==> images/placement.png <==
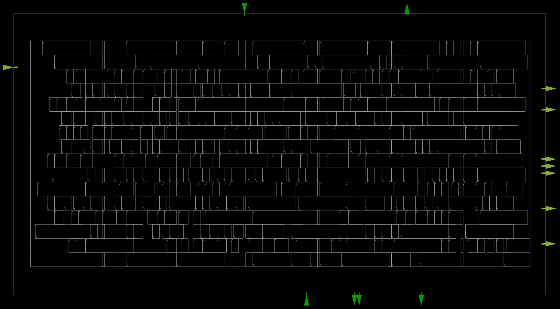
==> images/flops_by_reg.png <==
Other sequential cells in the stronger gray, the rest of the logic in the fainter gray.
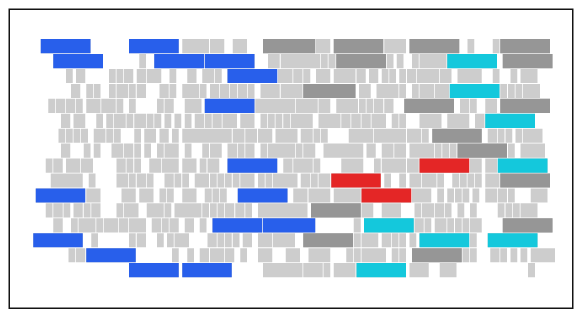
==> images/metal_density.png <==
Scale bar: 20 um. The die is cut into 20 by 11 equal tiles; dark purple is low, yellow is high, scaled to the fullest tile. Values are wire area over tile area, all layers added.
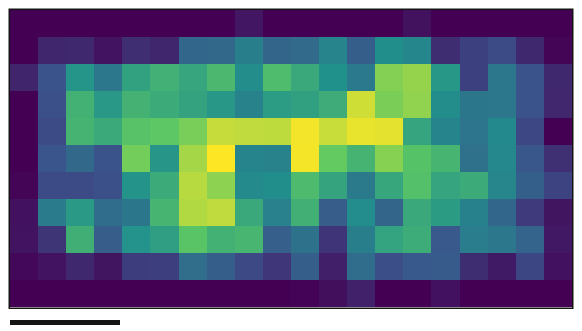
==> images/clk_routes.png <==
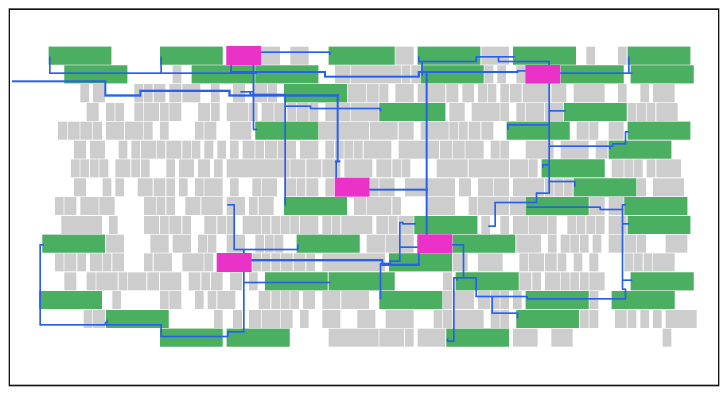
===== src/rtl/ubx_uart_rx_pkg.sv =====
// Shared definitions for the ubx_uart_rx receiver: FSM state encoding,
// UART line idle level and the default bit period used by the system wrapper.
package ubx_uart_rx_pkg;

   typedef enum logic [2:0] {
      ST_IDLE      = 3'd0,
      ST_START     = 3'd1,
      ST_DATA      = 3'd2,
      ST_STOP      = 3'd3,
      ST_WAIT_IDLE = 3'd4
   } state_t;

   // Level of an idle UART line (also the level of a good stop bit).
   localparam logic C_UART_IDLE = 1'b1;

   // 100 MHz / 115200 baud.
   localparam int C_CLKS_PER_BIT = 868;

endpackage


===== src/rtl/ubx_uart_rx_sync_2ff.sv =====
// Dual-rank synchronizer for asynchronous inputs. Kept as its own module so
// both ranks can be constrained together. Resets to all ones (idle line).
module ubx_sync_2ff #(
   parameter int G_width = 1
) (
   input  logic               clk,
   input  logic               rst,
   input  logic [G_width-1:0] d,
   output logic [G_width-1:0] q
);

   logic [G_width-1:0] meta;

   // Two back-to-back flops; the first may go metastable, the second settles.
   always_ff @(posedge clk or posedge rst) begin
      if (rst) begin
         meta <= '1;
         q    <= '1;
      end else begin
         // NOTE: non-blocking so both ranks update from pre-edge values; blocking would collapse them into one flop.
         meta <= d;
         q    <= meta;
      end
   end

endmodule


===== src/rtl/ubx_uart_rx.sv =====
// 8N1 UART receiver feeding the UBX parser. Samples each bit at its centre,
// presents every good byte for one cycle and flags frames with a low stop bit.
// No backpressure: the consumer must accept data whenever o_data_tvalid is high.
module ubx_uart_rx
   import ubx_uart_rx_pkg::*;
#(
   parameter int G_clks_per_bit = C_CLKS_PER_BIT,
   parameter int G_cnt_width    = 16
) (
   input  logic       i_uart_clk,
   input  logic       i_Reset,
   input  logic       i_rx_serial,
   output logic [7:0] o_data_tdata,
   output logic       o_data_tvalid,
   output logic       o_frame_err,
   output logic       o_busy
);

   // Counter compare points: middle of the start bit, and one full bit period.
   localparam logic [G_cnt_width-1:0] C_HALF_M1 = G_cnt_width'(G_clks_per_bit / 2 - 1);
   localparam logic [G_cnt_width-1:0] C_FULL_M1 = G_cnt_width'(G_clks_per_bit - 1);

   state_t                 state;
   state_t                 state_nxt;
   logic                   rx_s;
   logic [G_cnt_width-1:0] cnt;
   logic [2:0]             bit_idx;
   logic [7:0]             shreg;

   logic half_hit;
   logic full_hit;
   logic cnt_clr;
   logic cnt_inc;
   logic bit_clr;
   logic bit_inc;
   logic shift_en;
   logic valid_set;
   logic err_set;
   logic busy_nxt;

   ubx_sync_2ff #(
      .G_width (1)
   ) u_sync (
      .clk (i_uart_clk),
      .rst (i_Reset),
      .d   (i_rx_serial),
      .q   (rx_s)
   );

   assign half_hit = (cnt == C_HALF_M1);
   assign full_hit = (cnt == C_FULL_M1);

   // State register.
   always_ff @(posedge i_uart_clk or posedge i_Reset) begin
      if (i_Reset) begin
         state <= ST_IDLE;
      end else begin
         state <= state_nxt;
      end
   end

   // Next-state logic: after a good stop bit go straight to IDLE so a
   // start edge immediately following the stop bit is not missed.
   always_comb begin
      // NOTE: default first so every path assigns state_nxt and no latch is inferred.
      state_nxt = state;
      unique case (state)
         ST_IDLE:      if (rx_s != C_UART_IDLE) state_nxt = ST_START;
         ST_START:     if (half_hit) state_nxt = (rx_s == C_UART_IDLE) ? ST_IDLE : ST_DATA;
         ST_DATA:      if (full_hit && (bit_idx == 3'd7)) state_nxt = ST_STOP;
         ST_STOP:      if (full_hit) state_nxt = (rx_s == C_UART_IDLE) ? ST_IDLE : ST_WAIT_IDLE;
         ST_WAIT_IDLE: if (rx_s == C_UART_IDLE) state_nxt = ST_IDLE;
         default:      state_nxt = ST_IDLE;
      endcase
   end

   // Output/control decode: datapath strobes and next values of the pulsed outputs.
   always_comb begin
      cnt_clr   = 1'b0;
      cnt_inc   = 1'b0;
      bit_clr   = 1'b0;
      bit_inc   = 1'b0;
      shift_en  = 1'b0;
      valid_set = 1'b0;
      err_set   = 1'b0;
      busy_nxt  = (state_nxt != ST_IDLE);
      unique case (state)
         ST_IDLE: begin
            cnt_clr = (rx_s != C_UART_IDLE);
         end
         ST_START: begin
            if (half_hit) begin
               cnt_clr = 1'b1;
               bit_clr = 1'b1;
            end else begin
               cnt_inc = 1'b1;
            end
         end
         ST_DATA: begin
            if (full_hit) begin
               cnt_clr  = 1'b1;
               shift_en = 1'b1;
               bit_inc  = (bit_idx != 3'd7);
            end else begin
               cnt_inc = 1'b1;
            end
         end
         ST_STOP: begin
            if (full_hit) begin
               cnt_clr   = 1'b1;
               valid_set = (rx_s == C_UART_IDLE);
               err_set   = (rx_s != C_UART_IDLE);
            end else begin
               cnt_inc = 1'b1;
            end
         end
         default: begin
         end
      endcase
   end

   // Datapath: bit-period counter, bit index, shift register and registered outputs.
   always_ff @(posedge i_uart_clk or posedge i_Reset) begin
      if (i_Reset) begin
         cnt           <= '0;
         bit_idx       <= '0;
         shreg         <= '0;
         o_data_tdata  <= '0;
         o_data_tvalid <= 1'b0;
         o_frame_err   <= 1'b0;
         o_busy        <= 1'b0;
      end else begin
         if (cnt_clr) begin
            cnt <= '0;
         end else if (cnt_inc) begin
            cnt <= cnt + 1'b1;
         end

         if (bit_clr) begin
            bit_idx <= '0;
         end else if (bit_inc) begin
            bit_idx <= bit_idx + 3'd1;
         end

         if (shift_en) begin
            shreg[bit_idx] <= rx_s;
         end

         // tdata only moves together with a tvalid pulse, otherwise it holds.
         if (valid_set) begin
            o_data_tdata <= shreg;
         end

         o_data_tvalid <= valid_set;
         o_frame_err   <= err_set;
         o_busy        <= busy_nxt;
      end
   end

endmodule


===== config.mk =====
export PLATFORM = sky130hd
export DESIGN_NAME = ubx_uart_rx
export DESIGN_NICKNAME = d
export VERILOG_FILES = /design/src/rtl/ubx_uart_rx_pkg.sv /design/src/rtl/ubx_uart_rx_sync_2ff.sv /design/src/rtl/ubx_uart_rx.sv
export SDC_FILE = /design/constraint.sdc
export NUM_CORES = 1
export LEC_CHECK = 0
export ABC_AREA = 1
export ABC_CLOCK_PERIOD_IN_PS = 1500
export CAP_MARGIN = 30
export CORE_ASPECT_RATIO = 0.5
export CORE_MARGIN = 3
export CORE_UTILIZATION = 54
export DETAILED_ROUTE_END_ITERATION = 10
export HOLD_SLACK_MARGIN = 0.02
export PLACE_DENSITY = 0.76
export SLEW_MARGIN = 10
export SYNTH_ARGS = -nofsm -noshare
export SYNTH_HDL_FRONTEND = slang
export SYNTH_SLANG_ARGS = --single-unit

===== constraint.sdc =====
create_clock -name i_uart_clk -period 1.5 [get_ports i_uart_clk]
set_input_delay 0.3 -clock i_uart_clk [delete_from_list [all_inputs] [get_ports i_uart_clk]]
set_output_delay 0.3 -clock i_uart_clk [all_outputs]
set_load 0.01 [all_outputs]

==> results.py <==
# Flow results
metrics = {
    "outcome": {
        "status": "finished with violations",
        "violations": "setup timing",
    },
    "grt": {
        "grt_usage_pct": 24.1,
        "grt_use_met1_pct": 28.9,
        "grt_use_met2_pct": 42.7,
        "first_global_vias": 2258,
        "gr-usage-met3_pct": 7.50,
        "antenna_found_initial": 0,
        "grt_busiest_layer": "met2",
        "grt_pass1_wl_mm": 10.1,
    },
    "clock_tree": {
        "clockBufferDepth": 2,
        "clock_latency_ns": 0.31,
        "cts.repair.resized": 21,
        "clock-sinks": 43,
        "htreeDepth": 2,
        "cts.clk_slew.worst_paths_ns": 0.08,
        "cts_tree": "done",
    },
    "finish": {
        "nNetsFinal": 406,
        "layout_top_cell": "nand2_1",
        "nNonClkBuffers": 52,
        "seq_area_sq_um": 1080,
        "drive_gt1_share_pct": 25.3,
        "buf_share_pct": 15.0,
        "largest_register": "cnt",
        "n_all_inverters": 41,
        "areaGrowthSynthToFinish_pct": 30.0,
        "stdcell_count": 454,
        "diodes": 0,
        "flop-count": 43,
        "largestClassByArea": "combinational gates",
        "logic_gates": 256,
        "logic_area_sq_um": 1370,
    },
    "final_timing": {
        "setup_viol": 35,
        "worst_slew_pin_slew_ns": 0.476,
        "slew_viol_final": 0,
        "setup_ws_ns": -0.121,
        "maxSlewHeadroom_pct": 68.0,
        "min_period_ns": 1.62,
    },
    "yosys": {
        "synth-main-ff-cell": "dfrtp_1",
        "yosysChipArea_sq_um": 2510,
        "yosys.area_share.simple_pct": 42.8,
        "top_logic_kind": "simple AND/OR/NAND/NOR gates",
        "ys_sh_mux_pct": 0,
        "ys_cells": 346,
        "ys_ff": 43,
        "largest_area_cell": "dfrtp_1",
        "common_cells": "102 x nand2_1, 50 x nand3_1, 46 x nor2_1",
        "netlist_area_sq_um": 2510,
        "fp_nets": 353,
        "syn_inst": 346,
        "ys_sh_adder_pct": 2.00,
        "ys_seq_share_pct": 43.0,
    },
    "power": {
        "intPower_mw": 1.51,
        "ir_drop_mv": 0.479,
        "p_clk_share_pct": 38.0,
        "seq_power_mw": 1.17,
        "power.switching_mw": 0.452,
    },
    "setup_path": {
        "arrival_ns": 1.82,
        "r2r-start": "cnt[4]$_DFFE_PP0P_",
        "crit_start": "cnt[4]$_DFFE_PP0P_",
        "cp-end-kind": "flip-flop",
        "crit_type": "flip-flop to flip-flop",
        "rrSetupSlack_ns": -0.12,
    },
    "floorplan": {
        "ios": 14,
        "dieArea_sq_um": 5550,
        "die_h_um": 54.2,
        "fp_util_pct": 59.9,
    },
    "job": {
        "warnings": 29,
        "cap_violations": 0,
    },
    "route": {
        "drt-initial-drc-count": 128,
        "drc": 0,
        "routed_wl_mm": 6.41,
        "ant_nets": 0,
        "route.vias.total": 2434,
    },
    "place": {
        "place_inst": 444,
        "place.gp.congestion": 0.963,
        "portBuffers": 13,
    },
    "worst_hold_path": {
        "hold_class": "input port to async pin",
    },
}
About placement.png:
# fillers: 291
Cell Rows: 16
sequential share of cell area: 33.1%
Core ar.: 4180 sq um
Tap Cells: 54

About flops_by_reg.png:
legend:
  blue:
    netlist_name: cnt
    flops: 16
  cyan:
    netlist_name: shreg
    flops: 8
  red:
    netlist_name: bit_idx
    flops: 3
not colored: 16

About metal_density.png:
mean over tiles: 0.18
fullest tile: 0.52
nearly empty tiles: 19%
tiles over half the peak: 33%
densest ninth of the die: center

About clk_routes.png:
legend:
  magenta:
    item: clock drivers
    count: 5
  blue:
    item: clock wires
    length: 571 um
  green:
    item: flip-flops
    count: 43
flops lie: spread over the die
routed clock nets: 6

[critical path, cell delays in order, from the launching register on]
cell	delay, ns
dfrtp_1	0.42
inv_1	0.12
nand4_1	0.20
nor2_4	0.19
nand2_4	0.09
buf_6	0.12
nor2_4	0.16
nand2_4	0.09
nand3_2	0.06
nand2_1	0.06
[through the flow]
stage	area, sq um	hold WS [ns]	TNS [ns]	util [%]
3_3_place_gp	3000	0.346	-1.59	71.6
2_1_floorplan	2520	0.304	0	-
4_1_cts	3130	0.264	-1.20	74.7
3_5_place_dp	3000	0.351	-3.05	71.6
5_1_grt	3260	0.286	-6.00	77.9
6_report	3260	0.255	-2.24	77.9
[metal layers]
layer	wire length, um	share of wire (%)	vias to the layer above
met5	0	0	-
met4	79	1.2	0
met3	379	5.9	11
met2	3140	49	52
met1	2810	44	1163
li1	-	-	1208
Power figures rest on the tool's default switching activity, not on a simulated workload.
